===== src/rtl/clk_mon_pkg.sv =====
// Shared definitions for the switching-clock monitor: state encoding,
// default counter width and the unsigned in-tolerance window compare.
package clk_mon_pkg;

   localparam int CNT_W_DEF = 8;

   typedef enum logic [1:0] {
      IDLE    = 2'd0,
      ACQUIRE = 2'd1,
      LOCKED  = 2'd2
   } mon_state_e;

   // Lower bound clamps at zero so a small expected value cannot wrap.
   function automatic logic in_tol(input logic [31:0] val,
                                   input logic [31:0] exp_val,
                                   input logic [31:0] tol);
      logic [31:0] lo;
      lo = (exp_val > tol) ? (exp_val - tol) : 32'd0;
      return (val >= lo) && (val <= (exp_val + tol));
   endfunction

endpackage


===== src/rtl/switch_clock_monitor_if.sv =====
// Fsw/Fsw_bar monitor bus: switching clocks and error clear in, measurements
// and status out. master = clock source / control side, slave = monitor.
interface switch_clock_monitor_if import clk_mon_pkg::*; #(
   parameter int CNT_W = CNT_W_DEF
);
   logic             Fsw;
   logic             Fsw_bar;
   logic             err_clr;
   logic [CNT_W-1:0] half_period;
   logic [CNT_W-1:0] phase;
   logic             meas_valid;
   logic             locked;
   logic             period_err;
   logic             phase_err;
   logic             stuck_err;

   modport master (
      output Fsw, Fsw_bar, err_clr,
      input  half_period, phase, meas_valid, locked, period_err, phase_err, stuck_err
   );

   modport slave (
      input  Fsw, Fsw_bar, err_clr,
      output half_period, phase, meas_valid, locked, period_err, phase_err, stuck_err
   );
endinterface


===== src/rtl/toggle_detect.sv =====
// Registers one switching clock and flags either edge polarity.
// CLK_MON_SYNC_EN adds a 2-flop synchronizer ahead of the edge register.
module toggle_detect (
   input  logic clk,
   input  logic reset,
   input  logic d,
   output logic tgl
);
   logic samp_s;

`ifdef CLK_MON_SYNC_EN
   localparam int PRIME = 4;
   logic [1:0] sync_r;

   // Two-stage synchronizer for a source on a foreign clock.
   always_ff @(posedge clk) begin
      if (!reset) begin
         sync_r <= 2'b00;
      end else begin
         sync_r <= {sync_r[0], d};
      end
   end
   assign samp_s = sync_r[1];
`else
   localparam int PRIME = 2;
   assign samp_s = d;
`endif

   logic             d_r;
   logic             d_prev_r;
   logic [PRIME-1:0] prime_r;

   // Edge register; prime_r masks the bogus edge from reset-zeroed flops.
   always_ff @(posedge clk) begin
      if (!reset) begin
         d_r      <= 1'b0;
         d_prev_r <= 1'b0;
         prime_r  <= '0;
      end else begin
         d_r      <= samp_s;
         d_prev_r <= d_r;
         prime_r  <= {prime_r[PRIME-2:0], 1'b1};
      end
   end

   assign tgl = prime_r[PRIME-1] & (d_r ^ d_prev_r);
endmodule


===== src/rtl/switch_clock_monitor.sv =====
// Measures Fsw half-period and Fsw->Fsw_bar phase, tracks lock, raises sticky
// faults. Build option CLK_MON_SYNC_EN (in toggle_detect) adds input sync.
module switch_clock_monitor import clk_mon_pkg::*; #(
   parameter int HALF_PERIOD = 51,
   parameter int PHASE_DLY   = 6,
   parameter int TOL         = 1,
   parameter int LOCK_CNT    = 4,
   parameter int CNT_W       = CNT_W_DEF
) (
   input logic                  clk,
   input logic                  reset,
   switch_clock_monitor_if.slave mon
);
   localparam int               GC_W      = $clog2(LOCK_CNT + 1);
   localparam logic [CNT_W-1:0] CNT_ONE   = CNT_W'(1);
   localparam logic [CNT_W-1:0] CNT_MAX   = {CNT_W{1'b1}};
   localparam logic [CNT_W-1:0] STUCK_PRE = CNT_W'(2 * HALF_PERIOD - 1);
   localparam logic [GC_W-1:0]  LAST_GOOD = GC_W'(LOCK_CNT - 1);

   logic             tgl_f_s, tgl_b_s;
   logic [CNT_W-1:0] pc_r, ph_r, ph_val_s, half_period_r, phase_r;
   logic             armed_r, ph_ok_r;
   logic             meas_valid_r, locked_r, period_err_r, phase_err_r, stuck_err_r;
   mon_state_e       state_r, state_nxt_s;
   logic [GC_W-1:0]  good_cnt_r, good_cnt_nxt_s;
   logic             capture_s, stuck_s, period_ok_s, ph_cap_s, ph_in_tol_s;
   logic             miss_bar_s, cap_good_s, phase_err_set_s;

   toggle_detect u_tgl_fsw     (.clk(clk), .reset(reset), .d(mon.Fsw),     .tgl(tgl_f_s));
   toggle_detect u_tgl_fsw_bar (.clk(clk), .reset(reset), .d(mon.Fsw_bar), .tgl(tgl_b_s));

   // A coincident Fsw_bar edge pairs with the new Fsw edge at zero offset.
   always_comb begin
      capture_s       = tgl_f_s && (state_r != IDLE);
      stuck_s         = (pc_r == STUCK_PRE) && !tgl_f_s;
      period_ok_s     = in_tol(32'(pc_r), 32'(HALF_PERIOD), 32'(TOL));
      ph_cap_s        = tgl_b_s && (armed_r || tgl_f_s);
      ph_val_s        = tgl_f_s ? '0 : ph_r;
      ph_in_tol_s     = in_tol(32'(ph_val_s), 32'(PHASE_DLY), 32'(TOL));
      miss_bar_s      = tgl_f_s && armed_r && !tgl_b_s;
      cap_good_s      = period_ok_s && ph_ok_r;
      phase_err_set_s = (state_r != IDLE) && ((ph_cap_s && !ph_in_tol_s) || miss_bar_s);
   end

   // Lock tracking; the stuck timeout overrides everything.
   always_comb begin
      state_nxt_s    = state_r;
      good_cnt_nxt_s = good_cnt_r;
      case (state_r)
         IDLE: begin
            if (tgl_f_s) begin
               state_nxt_s    = ACQUIRE;
               good_cnt_nxt_s = '0;
            end else begin
               state_nxt_s    = IDLE;
            end
         end
         ACQUIRE: begin
            if (capture_s && cap_good_s && (good_cnt_r == LAST_GOOD)) begin
               state_nxt_s    = LOCKED;
               good_cnt_nxt_s = '0;
            end else if (capture_s && cap_good_s) begin
               good_cnt_nxt_s = good_cnt_r + GC_W'(1);
            end else if (capture_s) begin
               good_cnt_nxt_s = '0;
            end else begin
               good_cnt_nxt_s = good_cnt_r;
            end
         end
         LOCKED: begin
            if (capture_s && !cap_good_s) begin
               state_nxt_s    = ACQUIRE;
               good_cnt_nxt_s = '0;
            end else begin
               state_nxt_s    = LOCKED;
            end
         end
         default: begin
            state_nxt_s    = IDLE;
            good_cnt_nxt_s = '0;
         end
      endcase
      if (stuck_s) begin
         state_nxt_s    = IDLE;
         good_cnt_nxt_s = '0;
      end else begin
         good_cnt_nxt_s = good_cnt_nxt_s;
      end
   end

   // Counters, captures and state register.
   always_ff @(posedge clk) begin
      if (!reset) begin
         state_r       <= IDLE;
         good_cnt_r    <= '0;
         locked_r      <= 1'b0;
         pc_r          <= '0;
         ph_r          <= '0;
         armed_r       <= 1'b0;
         ph_ok_r       <= 1'b0;
         meas_valid_r  <= 1'b0;
         half_period_r <= '0;
         phase_r       <= '0;
      end else begin
         state_r      <= state_nxt_s;
         good_cnt_r   <= good_cnt_nxt_s;
         locked_r     <= (state_nxt_s == LOCKED);
         meas_valid_r <= capture_s;
         pc_r         <= tgl_f_s ? CNT_ONE : ((pc_r == CNT_MAX) ? pc_r : pc_r + CNT_ONE);
         if (capture_s) half_period_r <= pc_r;
         if (ph_cap_s) phase_r <= ph_val_s;
         if (tgl_f_s) begin
            ph_r    <= CNT_ONE;
            armed_r <= !tgl_b_s;
            ph_ok_r <= tgl_b_s && ph_in_tol_s;
         end else begin
            ph_r <= (ph_r == CNT_MAX) ? ph_r : ph_r + CNT_ONE;
            if (ph_cap_s) begin
               armed_r <= 1'b0;
               ph_ok_r <= ph_in_tol_s;
            end
         end
      end
   end

   // Sticky faults: a set condition beats a simultaneous err_clr.
   always_ff @(posedge clk) begin
      if (!reset) begin
         period_err_r <= 1'b0;
         phase_err_r  <= 1'b0;
         stuck_err_r  <= 1'b0;
      end else begin
         period_err_r <= (capture_s && !period_ok_s) | (period_err_r & ~mon.err_clr);
         phase_err_r  <= phase_err_set_s             | (phase_err_r  & ~mon.err_clr);
         stuck_err_r  <= stuck_s                     | (stuck_err_r  & ~mon.err_clr);
      end
   end

   assign mon.half_period = half_period_r;
   assign mon.phase       = phase_r;
   assign mon.meas_valid  = meas_valid_r;
   assign mon.locked      = locked_r;
   assign mon.period_err  = period_err_r;
   assign mon.phase_err   = phase_err_r;
   assign mon.stuck_err   = stuck_err_r;
endmodule


===== src/flat_wrapper.sv =====
// flat-port wrapper written by rule: the top's interface ports become plain ports
module switch_clock_monitor_flat import clk_mon_pkg::*;
#(
   parameter int HALF_PERIOD = 51,
   parameter int PHASE_DLY   = 6,
   parameter int TOL         = 1,
   parameter int LOCK_CNT    = 4,
   parameter int CNT_W       = CNT_W_DEF
)
  (clk, reset, mon_Fsw, mon_Fsw_bar, mon_err_clr, mon_half_period, mon_phase, mon_meas_valid, mon_locked, mon_period_err, mon_phase_err, mon_stuck_err);
  switch_clock_monitor_if #(.CNT_W(CNT_W)) mon_i ();
  input logic clk;
  input logic reset;
  input wire logic [$bits(mon_i.Fsw)-1:0] mon_Fsw;
  input wire logic [$bits(mon_i.Fsw_bar)-1:0] mon_Fsw_bar;
  input wire logic [$bits(mon_i.err_clr)-1:0] mon_err_clr;
  output wire logic [$bits(mon_i.half_period)-1:0] mon_half_period;
  output wire logic [$bits(mon_i.phase)-1:0] mon_phase;
  output wire logic [$bits(mon_i.meas_valid)-1:0] mon_meas_valid;
  output wire logic [$bits(mon_i.locked)-1:0] mon_locked;
  output wire logic [$bits(mon_i.period_err)-1:0] mon_period_err;
  output wire logic [$bits(mon_i.phase_err)-1:0] mon_phase_err;
  output wire logic [$bits(mon_i.stuck_err)-1:0] mon_stuck_err;
  assign mon_i.Fsw = mon_Fsw;
  assign mon_i.Fsw_bar = mon_Fsw_bar;
  assign mon_i.err_clr = mon_err_clr;
  assign mon_half_period = mon_i.half_period;
  assign mon_phase = mon_i.phase;
  assign mon_meas_valid = mon_i.meas_valid;
  assign mon_locked = mon_i.locked;
  assign mon_period_err = mon_i.period_err;
  assign mon_phase_err = mon_i.phase_err;
  assign mon_stuck_err = mon_i.stuck_err;
  switch_clock_monitor #(.HALF_PERIOD(HALF_PERIOD), .PHASE_DLY(PHASE_DLY), .TOL(TOL), .LOCK_CNT(LOCK_CNT), .CNT_W(CNT_W)) u_core (.clk(clk), .reset(reset), .mon(mon_i));
endmodule

===== config.mk =====
export PLATFORM = sky130hd
export DESIGN_NAME = switch_clock_monitor_flat
export DESIGN_NICKNAME = d
export VERILOG_FILES = /design/src/rtl/clk_mon_pkg.sv /design/src/rtl/switch_clock_monitor_if.sv /design/src/rtl/toggle_detect.sv /design/src/rtl/switch_clock_monitor.sv /design/src/flat_wrapper.sv
export SDC_FILE = /design/constraint.sdc
export NUM_CORES = 1
export LEC_CHECK = 0
export CORE_MARGIN = 10
export CORE_UTILIZATION = 42
export CTS_CLUSTER_SIZE = 16
export DETAILED_ROUTE_END_ITERATION = 6
export PLACE_DENSITY = 0.67
export SLEW_MARGIN = 20
export SYNTH_ARGS = -nofsm -noshare
export SYNTH_HDL_FRONTEND = slang
export SYNTH_SLANG_ARGS = --single-unit
export TNS_END_PERCENT = 1

===== constraint.sdc =====
create_clock -name clk -period 2.15 [get_ports clk]
set_input_delay 0.3225 -clock clk [delete_from_list [all_inputs] [get_ports clk]]
set_output_delay 0.3225 -clock clk [all_outputs]
set_load 0.02 [all_outputs]

==> reports/qor.yml <==
yosys:
  syn-instance-count: 232
  ys_area_um2: 2190
  top_cells_by_count: "dfxtp_1, nand2_1, nor2_1"
  yosys_warnings: 0
  logic_family: "simple AND/OR/NAND/NOR gates"
  synth.largest_area_cell: "dfxtp_1"
  flop_cell: "dfxtp_1"
  fp_nets: 243
  synth-xor-area-share: 0.0239
  synthAdderAreaFrac: 0.0342
  topCellsByArea: "dfxtp_1, mux2i_1, ha_1, nor2b_1, nand2_1"
  yosys.area_share.aoi: 0.173
  synth-edff-count: 0
  async_flop_share: 0
  most_common_cell: "dfxtp_1"
  ys_cells: 232
setup_path:
  cp_max_fo: 6
  rr_worst_depth: 5
  worstPathRequired_ns: 2.34
  rrSetupSlack_ns: 0.37
  startpoint: "u_core.ph_r[0]$_SDFFE_PN0P_"
  crit_cells: 5
  r2r-end: "u_core.ph_r[0]$_SDFFE_PN0P_"
  slowest_stage: "or3_1"
  start_kind: "flop"
placed_design:
  dp_hpwl_mm: 3.31
  portBuffers: 25
  placed_area_um2: 2520
  place_inst: 321
  place.gp.congestion: 0.771
final_timing:
  setup_viol: 0
  layout_min_cycle_time_ns: 1.78
  finalClockPeriodUsage: 0.828
  hold_ws_ns: 0.452
  rsz0062_at_grt: "false"
  tightest_slew_ns: 0.633
  drv_slew: 0
  tns_ns: 0
clock_tree:
  tritoncts: "done"
  clk_pin_slew_ns: 0.10
  post_cts_buffers: 0
  clock-root-buffer: "clkbuf_8"
  h-tree-depth: 2
  hold_buffers: 0
finish:
  diodes: 0
  inv_count: 6
  final_common_cell: "dfxtp_1"
  signal_buffers: 30
  lay_top_cells: "dfxtp_1, clkdlybuf4s50_1, nand2_1, nor2_1, mux2i_1"
  syn_to_final_growth_pct: 18.9
  multiInputCombCellCount: 165
  clock_area_frac: 0.0345
  sh_comb_area: 0.429
  fill_cells: 496
  layout-drive-gt1-share: 0.0811
  flops: 50
  fin_util: 0.514
routing:
  post_drt_wl_per_cell_um: 14.0
  wl_met1_mm: 2.29
  avgViaCountPerCell: 5.18
  route.detailed.drc: 0
  totalWireLength_mm: 4.61
  met2_length_mm: 2.11
  dr.pass1.iters: 4
worst_hold_path:
  min_path_cells: 1
  min_from: "u_core.u_tgl_fsw.prime_r[0]$_DFF_P_"
  hold_path_class: "flop to flop"
  whs_endpoint: "u_core.u_tgl_fsw.prime_r[1]$_SDFF_PN0_"
pwr:
  cellLeakagePower_nw: 0.968
  powerComb_mw: 0.0972
  p_seq_mw: 0.968
  power_frac_comb: 0.060
  p_int_mw: 1.22
  p_total_mw: 1.61
floorplan:
  die-width_um: 92.3
  num_rows: 26
  fp.dieH_um: 92.3
  coreArea_um2: 5070
  initCoreUtil: 0.432
global_routing:
  grt_pass1_vias: 1644
  top_usage_layer: "met2"
  met1_usage: 0.153
  grt-ovfl-total: 0
job:
  maxCapViolations: 0
status:
  status: "complete, no violations"
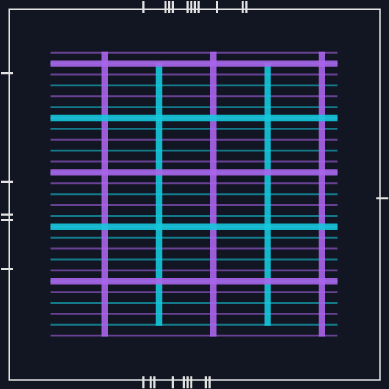
(PDN straps and rails)
Drawn at 4 px/µm. Pins as bars on the die edge.
legend:
  VDD:
    colour: cyan
  VSS:
    colour: purple
met4 straps: 5
met1 rails: 27

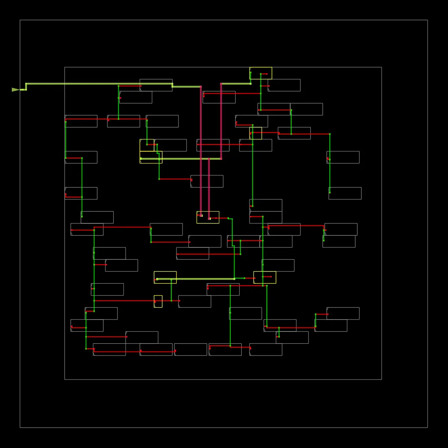
(clock nets)
clk_buf instances: 5
skew final: 0.0134 ns
CTS Buf Count: 5
Latency at later pin: 0.31 ns
clock sinks: 50

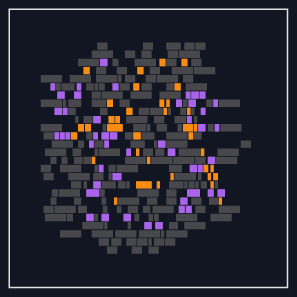
(gate families picked out)
Drawn at 3 px/µm.
legend:
  aoi and oai cells:
    colour: purple
    cells: 48
  nor cells:
    colour: orange
    cells: 36

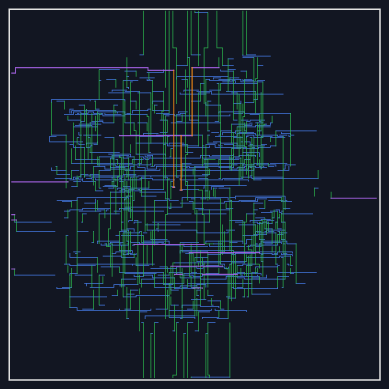
(routed metal, one colour a layer)
Drawn at 4 px/µm.
legend:
  M3:
    colour: purple
    wire_length: 156 µm
  M1:
    colour: blue
    wire_length: 2,290 µm
  M4:
    colour: orange
    wire_length: 59.8 µm
  M2:
    colour: green
    wire_length: 2,110 µm

Power and IR drop assume default switching activity.
